File: src/rtl/pipeline_controller_n.sv
// Hazard controller for an in-order pipeline: per-stage stall/bubble masks,
// a flush sequencer with capture handshake, and stall-cycle/watchdog counters.
module pipeline_controller_n #(
  parameter int STAGES      = 6,
  parameter int PC_W        = 32,
  parameter int FLUSH_DEPTH = 4,
  parameter int CNT_W       = 32,
  parameter int TIMEOUT     = 1024
) (
  input  logic              clk,
  input  logic              rst_n,
  input  logic [STAGES-1:0] stall_req,
  input  logic              stall_all,
  input  logic              flush_req,
  input  logic [PC_W-1:0]   flush_pc,
  input  logic              cnt_clr,
  output logic [STAGES-1:0] stall,
  output logic [STAGES-1:0] bubble,
  output logic [STAGES-1:0] flush,
  output logic              flush_valid,
  output logic [PC_W-1:0]   flush_pc_o,
  output logic              flush_ack,
  output logic [CNT_W-1:0]  stall_cycles,
  output logic              stall_timeout
);

  typedef enum logic [1:0] {IDLE, PEND, FLUSH} state_t;

  localparam logic [CNT_W-1:0] TIMEOUT_C = CNT_W'(TIMEOUT);

  state_t            state_reg;
  logic [STAGES-1:0] flush_reg;
  logic              flush_valid_reg;
  logic [PC_W-1:0]   flush_pc_reg;
  logic [CNT_W-1:0]  stall_cycles_reg;
  logic [CNT_W-1:0]  run_reg;
  logic [CNT_W-1:0]  run_next;
  logic              stall_timeout_reg;

  logic              in_flush;
  logic [STAGES-1:0] req_mask;
  logic [STAGES-1:0] req_or;
  logic              req_acc;
  logic [STAGES-1:0] depth_mask;
  logic              unused_req0;

  // Stage 0 (PC) never originates a stall; it only inherits from later stages.
  assign unused_req0 = stall_req[0];
  assign in_flush    = (state_reg == FLUSH);

  genvar gi;
  generate
    for (gi = 0; gi < STAGES; gi++) begin : g_stage
      if (gi == 0) begin : g_pc
        assign req_mask[gi] = 1'b0;
        assign bubble[gi]   = 1'b0;
      end else begin : g_body
        assign req_mask[gi] = stall_req[gi] & ~in_flush;
        assign bubble[gi]   = stall[gi-1] & ~stall[gi];
      end
      assign stall[gi]      = stall_all | req_or[gi];
      assign depth_mask[gi] = (gi < FLUSH_DEPTH);
    end
  endgenerate

  // A stall at stage j back-pressures every earlier stage.
  always_comb begin
    req_acc = 1'b0;
    req_or  = '0;
    for (int i = STAGES - 1; i >= 0; i--) begin
      req_acc   = req_acc | req_mask[i];
      req_or[i] = req_acc;
    end
  end

  assign flush_ack = rst_n & (state_reg == IDLE) & flush_req;

  always_ff @(posedge clk) begin
    if (!rst_n) begin
      state_reg       <= IDLE;
      flush_reg       <= '0;
      flush_valid_reg <= 1'b0;
      flush_pc_reg    <= '0;
    end else begin
      case (state_reg)
        IDLE: begin
          if (flush_req) begin
            flush_pc_reg <= flush_pc;
            if (stall_all) begin
              state_reg <= PEND;
            end else begin
              state_reg       <= FLUSH;
              flush_reg       <= depth_mask;
              flush_valid_reg <= 1'b1;
            end
          end
        end
        PEND: begin
          if (!stall_all) begin
            state_reg       <= FLUSH;
            flush_reg       <= depth_mask;
            flush_valid_reg <= 1'b1;
          end
        end
        FLUSH: begin
          // A frozen pipeline cannot consume the flush, so hold it.
          if (!stall_all) begin
            state_reg       <= IDLE;
            flush_reg       <= '0;
            flush_valid_reg <= 1'b0;
          end
        end
        default: begin
          state_reg       <= IDLE;
          flush_reg       <= '0;
          flush_valid_reg <= 1'b0;
        end
      endcase
    end
  end

  // run_reg stays below or at TIMEOUT, so the increment cannot wrap.
  assign run_next = (run_reg == TIMEOUT_C) ? run_reg : run_reg + CNT_W'(1);

  always_ff @(posedge clk) begin
    if (!rst_n || cnt_clr) begin
      stall_cycles_reg  <= '0;
      run_reg           <= '0;
      stall_timeout_reg <= 1'b0;
    end else if (stall[0]) begin
      if (stall_cycles_reg != '1) begin
        stall_cycles_reg <= stall_cycles_reg + CNT_W'(1);
      end
      run_reg <= run_next;
      if (run_next >= TIMEOUT_C) begin
        stall_timeout_reg <= 1'b1;
      end
    end else begin
      run_reg <= '0;
    end
  end

  assign flush         = flush_reg;
  assign flush_valid   = flush_valid_reg;
  assign flush_pc_o    = flush_pc_reg;
  assign stall_cycles  = stall_cycles_reg;
  assign stall_timeout = stall_timeout_reg;

endmodule
File: config.mk
export PLATFORM = sky130hd
export DESIGN_NAME = pipeline_controller_n
export DESIGN_NICKNAME = d
export VERILOG_FILES = /design/src/rtl/pipeline_controller_n.sv
export SDC_FILE = /design/constraint.sdc
export NUM_CORES = 1
export LEC_CHECK = 0
export ABC_AREA = 1
export CAP_MARGIN = 25
export CORE_MARGIN = 2
export CORE_UTILIZATION = 52
export CTS_BUF_LIST = sky130_fd_sc_hd__clkbuf_2
export CTS_CLUSTER_SIZE = 30
export DETAILED_ROUTE_END_ITERATION = 6
export GPL_TIMING_DRIVEN = 0
export PLACE_DENSITY = 0.82
export SETUP_SLACK_MARGIN = 0.15
export SLEW_MARGIN = 20
export SYNTH_ARGS = -nofsm -noshare
export SYNTH_HDL_FRONTEND = slang
export SYNTH_SLANG_ARGS = --single-unit
File: constraint.sdc
create_clock -name clk -period 2.49 [get_ports clk]
set_clock_uncertainty 0.15 [all_clocks]
set_input_delay 0.3735 -clock clk [delete_from_list [all_inputs] [get_ports clk]]
set_output_delay 0.3735 -clock clk [all_outputs]
set_load 0.05 [all_outputs]
**Run 1: drive-strength map**

The bar under the picture is 20 um long.
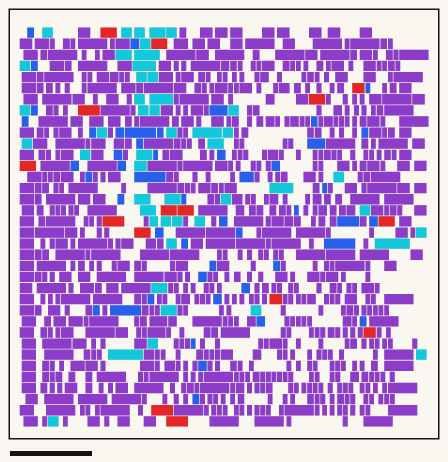
[x6 and larger] red | cells: 15 | share: 1.6% | most used: buf_6
[x3 and x4] cyan | cells: 48 | share: 5.0% | most used: buf_4
[x1 and smaller] purple | cells: 852 | share: 88% | most used: nand2_1
[x2] blue | cells: 48 | share: 5.0% | most used: clkbuf_2

**Run 1: sequential cells colored by netlist name**

The bar under the picture is 20 um long.
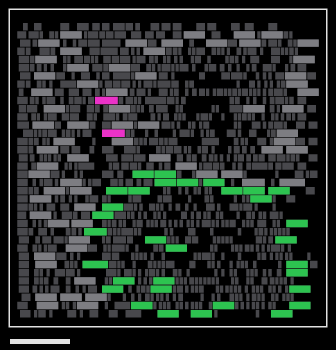
[`run_reg`] green | flops: 32
[`state_reg`] magenta | flops: 2

==> COMMIT_EDITMSG, run 1 <==
Store results of the implementation flow

* Setup repair after global routing missed its margin: yes
* Initial Utilization: 53.8%
- Relative contribution of combinational cells to total power: 19.7%
- In this run the core area contains 36 standard-cell rows.
- For this run, the detailed router's first-pass iteration total came to 5.
* Dominant Register Cell: sky130_fd_sc_hd__dfxtp_1
- CTS tree: built
- Share of final-layout standard cells stronger than drive strength 1: 11.5%
- Relative slew slack: between 60 and 70%
- STA lists the maximum fanout along the critical path as 5.
- The mapped netlist covers 0.00529 mm^2.
- Time the final worst path needs with I/O delays and setup: 2.47 ns
- Die area: 0.0110 mm^2
- Number of synthesized flops with an enable pin: 0
- End point of the critical path: stall[1]
- Count of tool warnings: 30
- Fraction of power spent switching nets: 33.9%
* Status: finished clean
* Aggregate global routing overflow: 0
* Diode count: 0
- Launching point of the worst reg2reg path: stall_cycles[1]
**Run 1: clock distribution**

The bar under the picture is 20 um long.
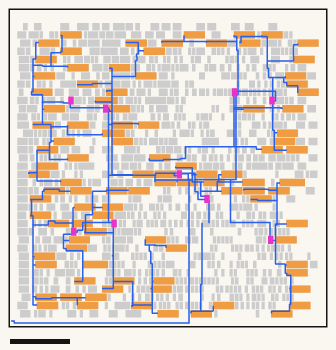
[clock-net drivers] magenta | count: 9
[flip-flops] orange | count: 100
[clock wires] blue | length: 1230 um
flops lie: widely spread
routed clock nets: 10

**Run 1: zoomed window**

Region (64, 11) to (94, 41) um. Cells in gray, sequential cells in the stronger gray; small squares are vias.
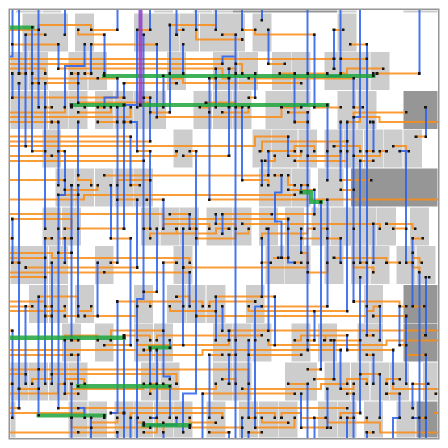
[M3] green
[M4] purple
[M1] orange
[M2] blue
cells with their middle in the window: 120
most frequent: nand2_1 (51), nor2_1 (35), inv_1 (15)
netlist names of flops here include: `run_reg` (1)
sequential cells in the window: 1

-- run 1: per-layer routing --
layer	global-route usage (%)	up-vias	share of wire, %	wire length, um
met1	35.0	2444	44	6420
met2	41.9	206	45	6510
met4	7.81	0	1.5	217
met5	0	-	0	0
li1	-	2815	-	-
met3	9.79	17	9.6	1390
-- run 1: stage by stage --
| step | util (%) | cell area [um^2] | std cells | TNS, ns | hold slack (ns) |
|---|---|---|---|---|---|
| floorplan | - | 5310 | 809 | 0 | 0.305 |
| finish | 70.4 | 6910 | 1096 | 0 | 0.175 |
| global route | 70.4 | 6910 | 1096 | -0.243 | 0.155 |
| CTS | 69.2 | 6800 | 1085 | -0.0636 | 0.136 |
| global placement | 68.2 | 6690 | 1064 | -3.61 | 0.293 |
| detailed placement | 68.2 | 6690 | 1064 | -4.79 | 0.298 |
-- run 1: worst max-delay path: cells and delay by family, from the launching register on --
family / cells / cell delay, ns
flip-flops: 1 / 0.40
AND/OR/NAND/NOR: 3 / 0.28
AND-OR/OR-AND: 2 / 0.32
buffers and inverters: 3 / 0.33
-- run 1: area by class of cell --
| type | instances | area, um^2 | share of cell area (%) |
|---|---|---|---|
| Timing Repair Buffer | 138 | 1250 | 18.1 |
| Clock buffer | 10 | 50.0 | 0.724 |
| Inverter | 78 | 295 | 4.27 |
| Buffer | 29 | 180 | 2.61 |
| Tap cell | 133 | 166 | 2.41 |
| Sequential cell | 100 | 2010 | 29.1 |
| Clock inverter | 6 | 53.8 | 0.778 |
| Multi-Input combinational cell | 602 | 2900 | 42.0 |
-- run 1: synth_stat cells (3+ instances only) --
cell type / count / area share [%]
sky130_fd_sc_hd__inv_2: 5 / 0.36
sky130_fd_sc_hd__o21ai_0: 42 / 4.0
sky130_fd_sc_hd__clkbuf_1: 12 / 0.85
sky130_fd_sc_hd__and3_1: 3 / 0.36
sky130_fd_sc_hd__nor2_2: 6 / 0.71
sky130_fd_sc_hd__nor3_1: 14 / 1.3
sky130_fd_sc_hd__buf_4: 12 / 1.7
sky130_fd_sc_hd__a21oi_1: 32 / 3.0
sky130_fd_sc_hd__nand3_1: 23 / 2.2
sky130_fd_sc_hd__buf_2: 3 / 0.28
sky130_fd_sc_hd__xnor2_1: 7 / 1.2
sky130_fd_sc_hd__nor2_1: 173 / 12
sky130_fd_sc_hd__ha_1: 3 / 0.71
sky130_fd_sc_hd__nor2_4: 3 / 0.64
sky130_fd_sc_hd__nand2_1: 219 / 16
sky130_fd_sc_hd__nand4_1: 14 / 1.7
sky130_fd_sc_hd__dfxtp_1: 100 / 38
sky130_fd_sc_hd__inv_1: 72 / 5.1
sky130_fd_sc_hd__nand2_2: 4 / 0.47
sky130_fd_sc_hd__nor4_1: 5 / 0.59
sky130_fd_sc_hd__xor2_1: 31 / 5.1
-- run 1: logic make-up (layout without fill, tap and decap cells) --
logic type / count (synthesis) / count (layout)
AND/OR/NAND/NOR: 477 / 477
AND-OR/OR-AND: 80 / 80
flip-flops: 100 / 100
XOR/XNOR: 38 / 38
other: 1 / 4
buffers and inverters: 107 / 261
adder cells (fa/ha/maj): 3 / 3
**Run 1: the clock network**

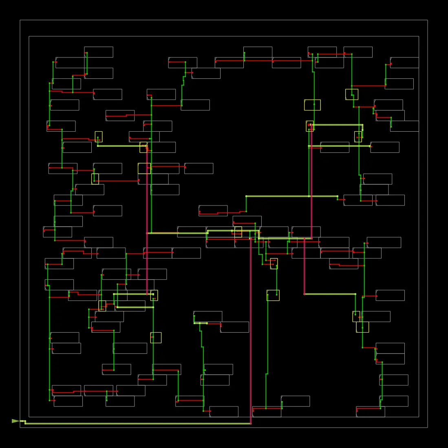

==> run 2: changes to the inputs <==
--- a/config.mk
+++ b/config.mk
@@ -12,6 +12,7 @@
 export CTS_BUF_LIST = sky130_fd_sc_hd__clkbuf_2
 export CTS_CLUSTER_SIZE = 30
 export DETAILED_ROUTE_END_ITERATION = 6
+export GPL_ROUTABILITY_DRIVEN = 0
 export GPL_TIMING_DRIVEN = 0
 export PLACE_DENSITY = 0.82
 export SETUP_SLACK_MARGIN = 0.15
**Run 2: the clock network**

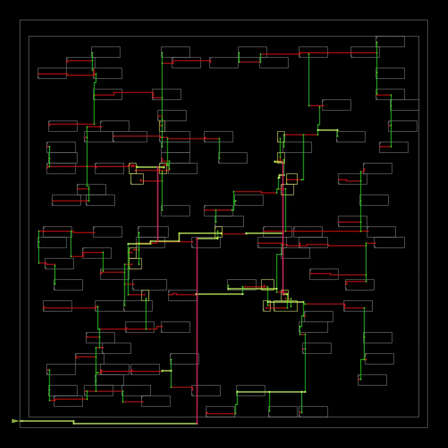
worst-skew pair later-pin latency: 0.56 ns
clock tree sinks: 100
Num CTS Buffers: 9
clock network power: 0.747 mW

**Run 2: sequential cells colored by netlist name**

The bar under the picture is 20 um long.
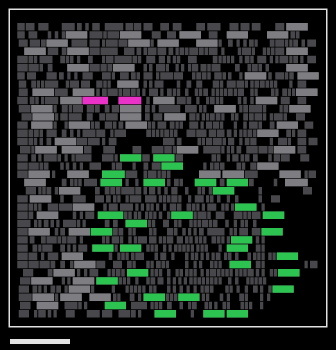
[`run_reg`] green | flops: 32
[`state_reg`] magenta | flops: 2

==> COMMIT_EDITMSG, run 2 <==
Store results of the implementation flow

- The largest delay contributor family on the critical path is flip-flops (unchanged).
- The total placed instance area came to 0.00669 mm^2 (unchanged).
* Buffer-and-inverter tally for the worst setup path: 3 (unchanged)
- The total number of warnings across the stage logs is 30 (unchanged).
- The startpoint of the worst register-to-register path is stall_cycles[1] (unchanged).
- The switching portion of total power is 33.8% (was 33.9%).
- Setup repair after global routing missed its margin: yes (unchanged).
- Cell area after layout: 0.00693 mm^2 (was 0.00691 mm^2)
* Non-filler instance count after layout: 1088 (was 1096)
- The peak-usage layer in the global routing report is met2 (unchanged).
- Die area: 0.0110 mm^2 (unchanged)
- The maximum fanout along the worst path was 6 (was 5).
* Initial Utilization: 53.8% (unchanged)
- Number of placed cells counting well taps: 1064 (unchanged)
- Top cells by instance count after synthesis: 219 x sky130_fd_sc_hd__nand2_1, 173 x sky130_fd_sc_hd__nor2_1, 100 x sky130_fd_sc_hd__dfxtp_1 (unchanged).
- The number of flops mapped to enable cells by yosys came to 0 (unchanged).
- The number of cells produced by synthesis came to 806 (unchanged).
* Status: finished clean (unchanged)
* Ranking of synthesized cells by area: sky130_fd_sc_hd__dfxtp_1 38%, sky130_fd_sc_hd__nand2_1 16%, sky130_fd_sc_hd__nor2_1 12%, sky130_fd_sc_hd__xor2_1 5.1%, sky130_fd_sc_hd__inv_1 5.1% (unchanged)
* Time the final worst path needs with I/O delays and setup: 2.41 ns (was 2.47 ns)
- Dominant Register Cell: sky130_fd_sc_hd__dfxtp_1 (unchanged)
- The depth of the CTS H-tree came to 3 (unchanged).
- The share of total power in combinational logic came to 20.1% (was 19.7%).
* Share of final-layout standard cells stronger than drive strength 1: 9.95% (was 11.5%)
- Aggregate global routing overflow: 0 (unchanged)
- Final nets: 996 (was 1004)
- The cell with the most instances after synthesis was sky130_fd_sc_hd__nand2_1 (unchanged).
- Number of iterations in the first detailed-routing pass: 5 (unchanged)
* Met2 GRT Util: 40.6% (was 41.9%)
==> run 2: cell counts after synthesis <==
Identical to the previous run, type by type.
==> run 2: cell families (layout without fill, tap and decap cells) <==
logic type	count (synthesis)	after routing	synth area share, %
compound gates	80	80	7.93
fa+ha+maj	3	3	0.710
buf+inv	107	253	8.80
flops	100	100	37.9
other cells	1	4	0.0709
simple gates	477	477	38.3
xor+xnor	38	38	6.30
==> run 2: area by class of cell <==
cell class	instances	area, um^2
Multi-Input combinational cell	602	2900
Fill cell	906	2890
Sequential cell	100	2010
Timing Repair Buffer	130	1270
Inverter	78	293
Buffer	29	180
Tap cell	133	166
Clock inverter	7	62.6
Clock buffer	9	45.0
==> run 2: repair_timing <==
| item | CTS | global route |
|---|---|---|
| hold endpoints to repair | 0 | 0 |
| pin swaps | 3 | 4 |
| endpoints found under the setup margin | 57 | 40 |
| buffers inserted | 4 | 4 |
| gates resized | 115 | 41 |
==> run 2: power groups by stage <==
| stage | combinational (mW) | clock [mW] | sequential [mW] |
|---|---|---|---|
| 3_3_place_gp | 0.608 | 0 | 1.72 |
| 2_1_floorplan | 0.209 | 0 | 1.89 |
| 4_1_cts | 0.606 | 0.762 | 1.69 |
| 3_5_place_dp | 0.610 | 0 | 1.72 |
| 6_report | 0.615 | 0.747 | 1.69 |
| 5_1_grt | 0.656 | 0.826 | 1.70 |
==> run 2: worst max-delay path by stage <==
stage,start,end,slack [ns],cells past startpoint
2_1_floorplan,stall_cycles[1],stall_cycles[16],0.17,12
3_3_place_gp,stall_req[5],bubble[2],-0.42,7
3_5_place_dp,stall_req[5],bubble[2],-0.42,7
4_1_cts,state_reg[0],stall[1],0.02,8
5_1_grt,state_reg[0],bubble[2],-0.04,8
6_report,state_reg[0],stall[1],0.08,8
==> run 2: worst register-to-register path, delay by kind of cell (launching register included) <==
family | cells | cell delay, ns
AOI/OAI and AO/OA | 1 | 0.06
adders and majority gates | 1 | 0.22
buffers and inverters | 4 | 0.45
DFF | 1 | 0.45
and+or+nand+nor | 6 | 0.75
==> run 2: through the flow <==
stage / util [%] / hold WS (ns)
CTS: 69.4 / 0.190
finish: 70.6 / 0.230
global placement: 68.2 / 0.289
detailed placement: 68.2 / 0.306
floorplan: - / 0.305
global route: 70.6 / 0.183
==> run 2: metal layers <==
layer,wire [um],part of all wire [%]
met1,6150,43
met2,6390,45
met3,1470,10
met4,192,1.4
met5,0,0
Power figures rest on the tool's default switching activity, not on a simulated workload.
